==> config.mk <==
export PLATFORM = sky130hd
export DESIGN_NAME = bcd_serial_addsub_ctrl
export DESIGN_NICKNAME = d
export VERILOG_FILES = /design/src/rtl/bcd_pkg.sv /design/src/rtl/bcd_digit_slice.sv /design/src/rtl/bcd_serial_addsub_ctrl.sv
export SDC_FILE = /design/constraint.sdc
export NUM_CORES = 1
export LEC_CHECK = 0
export CAP_MARGIN = 20
export CORE_UTILIZATION = 30
export DETAILED_ROUTE_END_ITERATION = 7
export PLACE_DENSITY_LB_ADDON = 0.3
export SETUP_SLACK_MARGIN = 0.1
export SKIP_CTS_REPAIR_TIMING = 1
export SLEW_MARGIN = 5
export SYNTH_ARGS = -nofsm -noshare
export SYNTH_HDL_FRONTEND = slang
export SYNTH_HIERARCHICAL = 1
export SYNTH_SLANG_ARGS = --single-unit
==> constraint.sdc <==
create_clock -name clk -period 7.62 [get_ports clk]
set_clock_uncertainty 0.05 [all_clocks]
set_input_delay 1.524 -clock clk [delete_from_list [all_inputs] [get_ports clk]]
set_output_delay 1.524 -clock clk [all_outputs]
set_load 0.05 [all_outputs]
Run 1, M3 wires:
(4 px per um) Cells faint in the background.
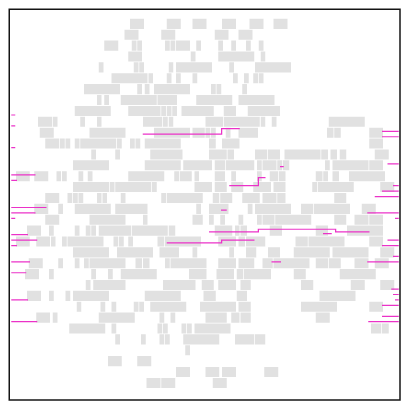
The longest straight run is 19.5 um. The wires run mostly horizontal. The layer carries 222 um of wire.
Via Count: 1998
M3 GR Usage: 0.0317
final WL: 5720 um

Run 1, clock wiring as the flow saved it:
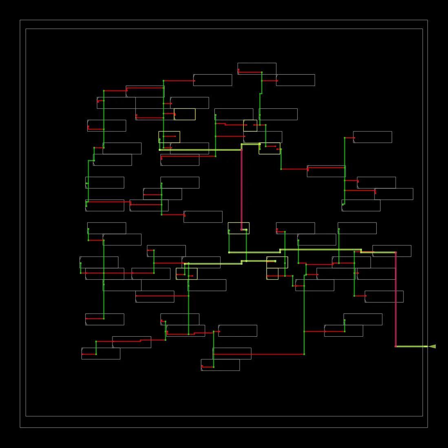
Clock Sinks: 55
Flops: 55

Run 1, layout detail:
Region (47, 47) to (97, 97) um. Cells in gray, sequential cells in the stronger gray; small squares are vias.
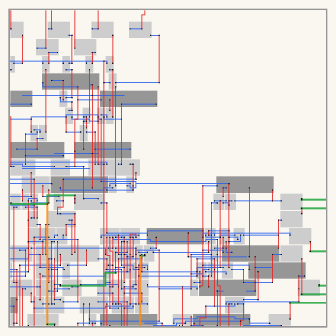
met1: shown in blue. met4: shown in orange. met3: shown in green. met2: shown in red.
90 logic cells have their middle in the window. Sequential cells in the window: 12. Most frequent: nand2_1 (23), clkdlybuf4s50_1 (12), dfrtp_1 (12).

==> results.ini, run 1 <==
[run_status]
outcome = finished clean

[place]
pre_cts_ws_ps = 3550
dpl.cell_count = 421
portBuffers = 54
dp_hpwl_um = 4110

[synth]
synth.cell_area_sq_um = 2730
ys_sh_simple = 0.214
ys_sh_mux = 0.0753
async_reset_ff_frac = 1.00
ys_types = 35
syn_nets = 318
syn_avg_cell_area_sq_um = 10.1
yosys.area.top_type = dfrtp_1
xor_share = 0.0129
compound_area_frac = 0.0813

[worst_setup_path]
cp_data_arrival_time_ps = 4270
end_kind = flop
cp_slowest_cell = dfrtp_1
r2r_setup_slack_ps = 3530
cp_cell_sequence = mux4_2, xnor2_1, fa_1, inv_1, fa_1, xnor2_1, ha_1, a31o_1, o31a_2, mux2i_1, nand2_1, o21ai_0
start_kind = flop

[route]
drt_drc_violations_left = 0
post_drt_wl_per_cell_um = 13.3
first_pass_iters = 4

[clock_tree]
clock_path_buffers = 2
cts_root_buf = clkbuf_8
clk_pin_slew_worst_paths_ps = 100

[job]
max_cap_violations = 0
tool_warnings = 31

[min_path]
hold_class = flop to flop

[global_route]
gr-total-overflow = 0
grt_pass1_vias = 2068
grt_antenna_before_repair = 0
grt_max_degree = 56
grt_first_pass_wirelength_um = 9780
grtUsageTotal = 0.128

[sta]
post-route-min-period_ps = 4090
finalCritPeriodShare = 0.536

[floorplanning]
io_pins = 55
die_h_um = 97.3
rows = 34
coreArea_sq_um = 8760

[layout]
fin_area_sq_um = 3440
syn_to_final_growth_pct = 26.1
nNetsFinal = 369

-- run 1: area by class of cell --
type	count	area, sq um
tap	108	135
timing repair buffer	57	558
fill	903	5330
sequential	55	1380
multi-input combinational	190	1230
clock inverter	2	16.3
clock buffer	6	82.6
inverter	11	41.3
-- run 1: worst max-delay path: cells and delay by family, from the launching register on --
family                   cells  cell delay [ps]
flip-flops                   1              910
adder cells (fa/ha/maj)      3              860
AND/OR/NAND/NOR              1               80
XOR/XNOR                     2              400
buffers and inverters        1               60
multiplexers                 2              920
AND-OR/OR-AND                3              720
-- run 1: cells in the final DEF, fill, tap and decap left out, drive strengths merged, types with 3 or more instances in the layout --
cell,synthesis,routed
a21oi,6,6
xnor2,4,4
nand3b,3,3
clkdlybuf4s50,0,53
ha,11,11
inv,11,11
buf,12,4
a22o,12,12
o21ai,7,7
dfrtp,55,55
clkbuf,1,6
nand2,109,109
nand3,6,6
mux4,8,8
-- run 1: metrics by stage --
step / utilization / hold slack [ps]
floorplan: - / 390
global placement: 0.381 / 403
detailed placement: 0.381 / 411
CTS: 0.392 / 436
global route: 0.392 / 455
finish: 0.392 / 433
-- run 1: routing by layer --
| metal | track usage | routed length, um |
|---|---|---|
| met4 | 0.0373 | 65 |
| met1 | 0.169 | 2790 |
| met5 | 0 | 0 |
| met3 | 0.0317 | 221 |
| met2 | 0.208 | 2640 |
-- run 1: cell families after synthesis --
family,count (synthesis)
AND/OR/NAND/NOR,132
XOR/XNOR,4
AND-OR/OR-AND,31
flip-flops,55
adder cells (fa/ha/maj),13
multiplexers,10
buffers and inverters,24
==> run 2: changes to the inputs <==
==> constraint.sdc (replaced) <==
create_clock -name clk -period 3.8 [get_ports clk]
set_clock_uncertainty 0.05 [all_clocks]
set_input_delay 0.76 -clock clk [delete_from_list [all_inputs] [get_ports clk]]
set_output_delay 0.76 -clock clk [all_outputs]
set_load 0.05 [all_outputs]
Run 2, cells colored by class:
(6 px per um)
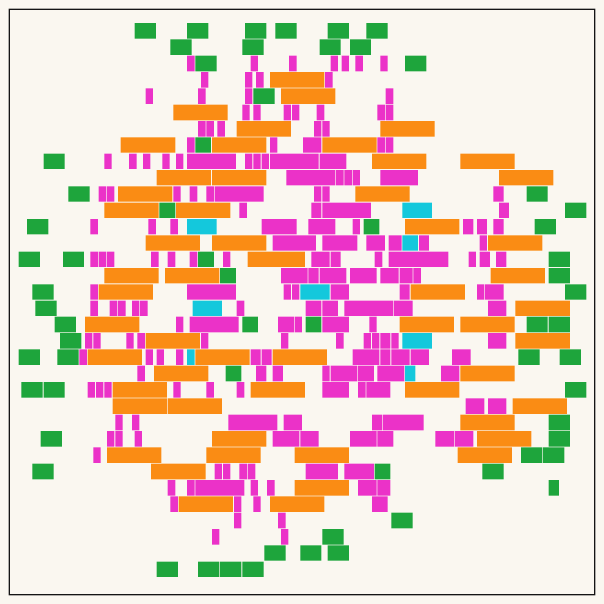
flip-flops: shown in orange, cells 55, share of their area 41%. clock drivers and dummy loads: shown in cyan, cells 8, share of their area 2.5%. other buffers and delay cells: shown in green, cells 63, share of their area 18%. all other logic: shown in magenta, cells 201, share of their area 39%.
Final Util: 0.402
Seq/total area: 0.391
final instance area: 3520 sq um
Core Region: 8760 sq um
# rows: 34

Run 2, clock wiring as the flow saved it:
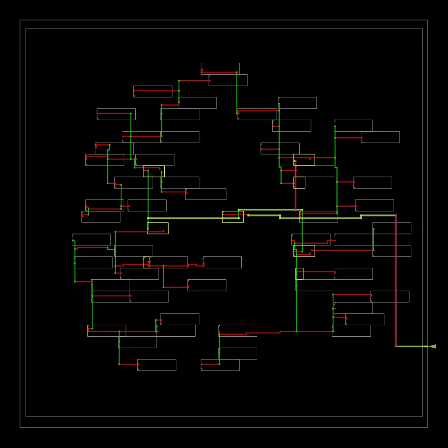
clk latency late pin: 310 ps
Clock buffer cells: 6

==> results.ini, run 2 <==
[run_status]
outcome = finished clean

[global_route]
gr-total-overflow = 0
grt_max_degree = 34
grtUsageTotal = 0.134
grt_pass1_vias = 2110
grt_antenna_before_repair = 0
grt_first_pass_wirelength_um = 10300

[synth]
syn_avg_cell_area_sq_um = 10.1
edf_count = 0
syn_nets = 318
synth.top_cells.by_count = 109 x nand2_1, 55 x dfrtp_1, 12 x a22o_1, 11 x ha_1, 11 x inv_1
yosysMostFrequentCell = nand2_1
synth.cell_area_sq_um = 2730
ys_types = 35
async_reset_ff_frac = 1.00
yosys.area.top_type = dfrtp_1

[route]
totalWireLength_um = 5830
viasPerCell = 4.62
drt_drc_violations_left = 0
post_drt_wl_per_cell_um = 13.4
first_pass_iters = 4
detail_route.iter0.violations = 61
route.vias.total = 2011

[sta]
worstMarginPinSlew_ps = 993
drv_slew = 0
post-route-min-period_ps = 3520
setup_viol = 0
hold_ws_ps = 382
finalCritPeriodShare = 0.927
fmax_mhz = 284

[worst_setup_path]
cp_slowest_cell = mux4_2
rr_worst_depth = 13
crit_buf_inv = 2
critPathMaxStageDelay_ps = 480
r2r_setup_slack_ps = 280
cp_cell_sequence = buf_4, mux4_2, inv_1, ha_1, nand2_1, o21ai_0, ha_1, xnor2_2, ha_1, a31o_1, o31a_4, mux2i_4, a22o_1
crit_cells = 13
end_kind = flop
cp_data_arrival_time_ps = 3670
path_delay_family = AND-OR/OR-AND gates
worstSetupPathType = flop to flop
start_kind = flop

[place]
dpl.cell_count = 423
place_congestion = 0.750
dp_hpwl_um = 4350
portBuffers = 54

[clock_tree]
clk_pin_slew_worst_paths_ps = 100
cts.htree.levels = 2
cts_sinks = 55
clock_path_buffers = 2
cts_root_buf = clkbuf_8

[layout]
syn_to_final_growth_pct = 29.3
lay_top_count = nand2_1
nNetsFinal = 375
mostFrequentLayoutCells = 109 x nand2_1, 54 x dfrtp_1, 53 x clkdlybuf4s50_1

[job]
tool_warnings = 31
max_cap_violations = 0

[min_path]
hold_class = primary input to asynchronous set/reset pin

[floorplanning]
die_h_um = 97.3
io_pins = 55

[run 2: area by class of cell]
cell class,instances,area [sq um]
Sequential cell,55,1380
Timing Repair Buffer,63,603
Multi-Input combinational cell,190,1280
Clock buffer,6,72.6
Clock inverter,2,12.5
Tap cell,108,135
Fill cell,881,5240
Inverter,11,41.3
[run 2: worst reg2reg max path: stages (launching register included)]
cell	delay (ps)
dfrtp_2	460
buf_4	140
mux4_2	480
inv_1	90
ha_1	220
nand2_1	60
o21ai_0	80
ha_1	360
xnor2_2	190
ha_1	230
a31o_1	220
o31a_4	410
mux2i_4	210
a22o_1	220
[run 2: routing by layer]
metal	GRT usage	part of all wire	routed length, um	vias to the layer above
met5	0	0	0	-
met4	0.0339	0.0072	42	0
met3	0.0273	0.034	199	4
met2	0.212	0.47	2720	38
met1	0.188	0.49	2860	967
li1	-	-	-	1002
[run 2: logic make-up after synthesis]
kind of cell    share of synthesized area
simple gates                        0.214
flops                               0.505
compound gates                     0.0813
buf+inv                            0.0459
fa+ha+maj                          0.0652
mux                                0.0753
xor+xnor                           0.0129
[run 2: per-stage QoR]
stage	instance area (sq um)	setup slack, ps
6_report	3520	278
3_5_place_dp	3350	52.1
3_3_place_gp	3350	149
5_1_grt	3520	95.7
2_1_floorplan	2730	343
4_1_cts	3440	18.2
